$ cat config.mk
export PLATFORM = sky130hd
export DESIGN_NAME = nbit_serial_subtractor
export DESIGN_NICKNAME = d
export VERILOG_FILES = /design/src/rtl/nbit_sub_pkg.sv /design/src/rtl/nbit_serial_subtractor_fullsub.sv /design/src/rtl/nbit_serial_subtractor.sv
export SDC_FILE = /design/constraint.sdc
export NUM_CORES = 1
export LEC_CHECK = 0
export CORE_ASPECT_RATIO = 1.25
export CORE_MARGIN = 4
export CORE_UTILIZATION = 35
export DETAILED_ROUTE_END_ITERATION = 8
export PLACE_DENSITY = 0.69
export SLEW_MARGIN = 20
export SYNTH_ARGS = -nofsm -noshare
export SYNTH_HDL_FRONTEND = slang
export SYNTH_SLANG_ARGS = --single-unit
$ cat constraint.sdc
create_clock -name clk -period 1.7 [get_ports clk]
set_input_delay 0.34 -clock clk [delete_from_list [all_inputs] [get_ports clk]]
set_output_delay 0.34 -clock clk [all_outputs]
set_load 0.05 [all_outputs]
$ cat src/rtl/nbit_sub_pkg.sv
// Shared types and one-bit borrow arithmetic for the bit-serial subtractor.
package nbit_sub_pkg;

    typedef enum logic [1:0] {
        ST_IDLE  = 2'd0,
        ST_SHIFT = 2'd1,
        ST_DONE  = 2'd2
    } sub_state_t;

    function automatic logic sub_diff(input logic a, input logic b, input logic bin);
        return a ^ b ^ bin;
    endfunction

    // Borrow is generated when a=0,b=1, or propagated when a==b.
    function automatic logic sub_borrow(input logic a, input logic b, input logic bin);
        return (~a & b) | (~(a ^ b) & bin);
    endfunction

endpackage

$ cat src/rtl/nbit_serial_subtractor_fullsub.sv
// One-bit combinational full-subtractor cell: d = a - b - bin, bout = borrow out.
module Fullsubtractor
    import nbit_sub_pkg::*;
(
    input  logic a,
    input  logic b,
    input  logic bin,
    output logic d,
    output logic bout
);

    assign d    = sub_diff(a, b, bin);
    assign bout = sub_borrow(a, b, bin);

endmodule

$ cat src/rtl/nbit_serial_subtractor.sv
// Bit-serial N-bit subtractor F = A - B - borrowin, LSB first, one bit per clock.
// Optional signed-overflow output is built when SIGNED_OVF_EN is defined.
module nbit_serial_subtractor
    import nbit_sub_pkg::*;
#(
    parameter int N = 32
) (
    input  logic         clk,
    input  logic         rst,
    input  logic         in_valid,
    output logic         in_ready,
    input  logic [N-1:0] A,
    input  logic [N-1:0] B,
    input  logic         borrowin,
    output logic         out_valid,
    input  logic         out_ready,
    output logic [N-1:0] F,
    output logic         borrowout
`ifdef SIGNED_OVF_EN
    ,
    output logic         ovf
`endif
);

    localparam int CW = (N > 1) ? $clog2(N) : 1;

    sub_state_t    r_state;
    sub_state_t    w_state_next;

    logic [N-1:0]  r_a_sr;
    logic [N-1:0]  r_b_sr;
    logic [N-1:0]  r_f;
    logic          r_bor;
    logic          r_borrowout;
    logic [CW-1:0] r_cnt;

    logic          w_load;
    logic          w_shift;
    logic          w_last;
    logic          w_d;
    logic          w_bout;

    assign in_ready  = (r_state == ST_IDLE) | ((r_state == ST_DONE) & out_ready);
    assign out_valid = (r_state == ST_DONE);
    assign F         = r_f;
    assign borrowout = r_borrowout;

    assign w_load  = in_valid & in_ready;
    assign w_shift = (r_state == ST_SHIFT);
    assign w_last  = w_shift & (r_cnt == CW'(N - 1));

    Fullsubtractor u_fullsub (
        .a    (r_a_sr[0]),
        .b    (r_b_sr[0]),
        .bin  (r_bor),
        .d    (w_d),
        .bout (w_bout)
    );

    always_ff @(posedge clk) begin
        if (rst) begin
            r_state <= ST_IDLE;
        end else begin
            r_state <= w_state_next;
        end
    end

    always_comb begin
        w_state_next = r_state;
        case (r_state)
            ST_IDLE: begin
                if (in_valid) begin
                    w_state_next = ST_SHIFT;
                end
            end
            ST_SHIFT: begin
                if (w_last) begin
                    w_state_next = ST_DONE;
                end
            end
            ST_DONE: begin
                // A new request taken in the same cycle as the result keeps the pipe bubble-free.
                if (out_ready) begin
                    w_state_next = in_valid ? ST_SHIFT : ST_IDLE;
                end
            end
            default: begin
                w_state_next = ST_IDLE;
            end
        endcase
    end

    always_ff @(posedge clk) begin
        if (rst) begin
            r_a_sr      <= '0;
            r_b_sr      <= '0;
            r_f         <= '0;
            r_bor       <= 1'b0;
            r_borrowout <= 1'b0;
            r_cnt       <= '0;
        end else if (w_load) begin
            r_a_sr <= A;
            r_b_sr <= B;
            r_bor  <= borrowin;
            r_cnt  <= '0;
        end else if (w_shift) begin
            r_a_sr <= {1'b0, r_a_sr[N-1:1]};
            r_b_sr <= {1'b0, r_b_sr[N-1:1]};
            r_f    <= {w_d, r_f[N-1:1]};
            r_bor  <= w_bout;
            // Counter stops at N-1 so it never wraps inside an operation.
            if (w_last) begin
                r_borrowout <= w_bout;
            end else begin
                r_cnt <= r_cnt + CW'(1);
            end
        end
    end

`ifdef SIGNED_OVF_EN
    logic r_sa;
    logic r_sb;
    logic r_ovf;

    assign ovf = r_ovf;

    // The last difference bit produced is the result sign, so overflow resolves with it.
    always_ff @(posedge clk) begin
        if (rst) begin
            r_sa  <= 1'b0;
            r_sb  <= 1'b0;
            r_ovf <= 1'b0;
        end else if (w_load) begin
            r_sa <= A[N-1];
            r_sb <= B[N-1];
        end else if (w_last) begin
            r_ovf <= (r_sa != r_sb) & (w_d != r_sa);
        end
    end
`endif

endmodule

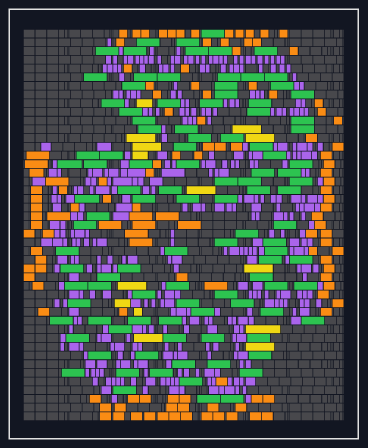
Figure 1: placement by cell class.
Fill, decap, tap and diode cells in grey.
Orange stands for other buffers and delay cells, cells 122, share of their area 22%. Yellow stands for clock drivers and dummy loads, cells 14, share of their area 5.3%. Purple stands for combinational and other logic, cells 393, share of their area 36%. Green stands for flops, cells 105, share of their area 37%.
flop share of the area: 35.5%
core area: 0.0123 mm2

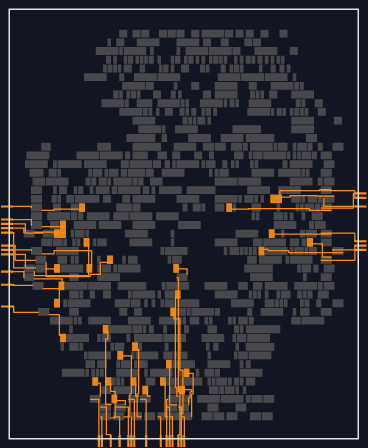
Figure 2: wires at chosen ports, followed through buffers.
Orange stands for B, bits 32, direction input, end cells 32, buffers 32, wire 873 um.
I/O Pins: 104
PortBufs: 103

==> impl_metrics.tcl <==
# implementation run metrics
set metrics [dict create \
    outcome "finished clean" \
    setup_viol 0 \
    clock_sinks 105 \
    ys_chip_area_mm2 0.00444 \
    worst_slew_pin_slew_ns 0.332 \
    cts-root-buf "clkbuf_16" \
    wl_per_cell_um 14.4 \
    wirelength_um 11500 \
    ys_cells 552 \
    drt_iter0_drc 252 \
    cts_buffers 9 \
    holdPathEnd "r_state[1]$_SDFFE_PP0P_" \
    top_logic_kind "simple AND/OR/NAND/NOR gates" \
    largest_area_cell "dfxtp_1" \
    period_used_pct 97.1 \
    path_cells "ha_1, and3_1, ha_2, or4_1, a21oi_1" \
    gr-total-overflow 0 \
    cts_hold_buf 0 \
    ys_seq_share_pct 47.4 \
    post_cts_buffers 0 \
    max_freq_mhz 606 \
    cp-end-kind "flop" \
    min_from "rst" \
    r2r_start "r_cnt[1]$_SDFFE_PP0P_" \
    place_congestion 0.802 \
    synth-edff-count 0 \
    xor_share_pct 0.395 \
    fp-row-count 45 \
    avgViaCountPerCell 5.21 \
    cellPowerDensity_mw_per_mm2 937 \
    top_cell_area_share_pct 47.4 \
    slew_viol_final 0 \
    clock_path_buffers 2 \
    cpPeakStageDelay_ns 0.50 \
    ys.flops 105 \
    p_leak_nw 2.09 \
    synthCells 552 \
    die_h_um 134 \
    hold_viol_final 0 \
    syn_area_mm2 0.00444 \
    cts_tree "done" \
    clock_skew_ns 0.00528 \
    crit_end "r_cnt[3]$_SDFFE_PP0P_" \
    clk-insertion-delay-late_ns 0.34 \
    synthDistinctLibCells 30 \
    fill_cells 1210 \
    routed-via-count 4154 \
    whs_path_depth 2 \
    critPathLaunch "r_cnt[1]$_SDFFE_PP0P_" \
    layout_setup_ws_ns 0.0489 \
    synth.cellmix.compoundShare_pct 18.0 \
    synth_area_per_cell_um2 8.04 \
    ys_async_sr_fraction_pct 0 \
    dp.final_hpwl_um 7550 \
    warning_count 27 \
    grt_pass1_wl_um 18100 \
    floorplan.initialDensity_pct 36.1 \
    grt_max_degree 79 \
    htreeDepth 3 \
    die_area_mm2 0.0146 \
    yosysWarnings 0 \
    antenna_found_initial 0 \
    die_x_um 109 \
    grt_pass1_vias 3719 \
    final_layout_top_logic_cells "nand2_1, dfxtp_1, clkdlybuf4s50_1" \
    min_period_ns 1.65 \
    start_kind "flop" \
    ff2ff_setup_slack_ns 0.05 \
    crit_slowest_cell "or4_1" \
    final_util_pct 48.3 \
    peakVddDrop_v 0.000586 \
    path_clk_slew_ns 0.06 \
    simple_gate_area_share_pct 25.8 \
    rsz0062_at_grt "no" \
    path_class "flop to flop" \
    drc 0 \
    drive_gt1_share_pct 12.9 \
    drv_cap 0 \
    critPathArrivalTime_ns 1.91 \
    cp.required_ns 1.96 \
    most_common_cell "nand2_1" \
    layout_top_cell "nand2_1" \
    track_usage_pct 15.1 \
    area_growth_pct 33.6 \
    final_antenna_net_count 0 \
    synthTopCellsByArea "dfxtp_1, nand2_1, a311oi_1" \
]
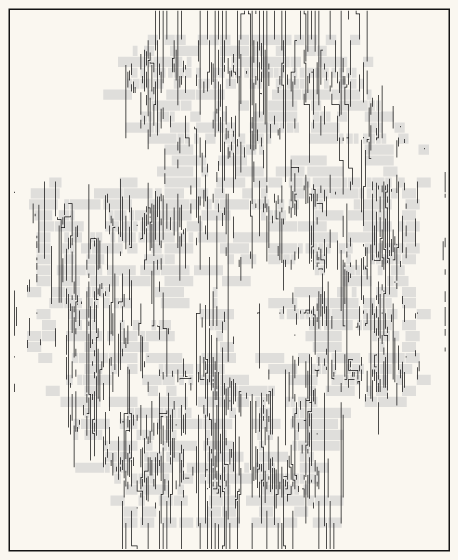
Figure 3: signal wires on met2.
562 nets have wire on it. The longest straight run is 45.0 um. The layer carries 5640 um of wire. The layer holds 49% of the routed length. The wires run mostly vertical.

[flip-flops by register name, summed over array words and instances (netlist names)]
register / count
r_cnt: 5
r_a_sr: 32
borrowout: 1
r_bor: 1
r_b_sr: 32
F: 32
r_state: 2
[stage by stage]
stage	total power [mW]	TNS [ns]	cell area, um2	instances
2_1_floorplan	3.19	-0.00504	4440	552
3_3_place_gp	3.49	-0.0424	5600	784
3_5_place_dp	3.51	-2.81	5600	784
4_1_cts	5.61	0	5910	798
5_1_grt	5.80	0	5930	798
6_report	5.55	0	5930	798
[cell type report]
| type | count | area, um2 | share of cell area (%) |
|---|---|---|---|
| clock buffers | 12 | 267 | 4.50 |
| clock inverters | 2 | 37.5 | 0.633 |
| inverters | 4 | 15.0 | 0.253 |
| multi-input cells | 389 | 2060 | 34.8 |
| flip-flops and latches | 105 | 2100 | 35.5 |
| well taps | 164 | 205 | 3.46 |
| repair buffers | 122 | 1240 | 20.9 |
[per-layer routing]
metal	share of wire, %	GRT usage, %	up-vias
li1	-	-	2088
met3	4.6	2.65	12
met2	49	24.5	110
met4	1.5	4.56	0
met5	0	0	-
met1	45	20.5	1944
[power by group]
group | internal, mW | leakage (nW) | total (mW) | switching, mW
clock | 1.25 | 0.147 | 2.09 | 0.847
combinational | 0.366 | 1.08 | 0.774 | 0.408
sequential | 2.61 | 0.862 | 2.69 | 0.0798
[worst max-delay path, delay by kind of cell, from the launching register on]
family / cells / cell delay, ns
fa+ha+maj: 2 / 0.40
simple gates: 2 / 0.68
compound gates: 1 / 0.16
flops: 1 / 0.33
[what timing repair did]
action	in CTS	in global routing
gates resized	3	5
endpoints found under the setup margin	2	18
gates cloned	0	0
[cell families after synthesis]
family          Yosys count
compound gates          110
xor+xnor                  2
fa+ha+maj                 3
simple gates            273
mux                       1
flops                   105
buf+inv                  58
No activity file was given, so power comes from the tool's default toggle rates.
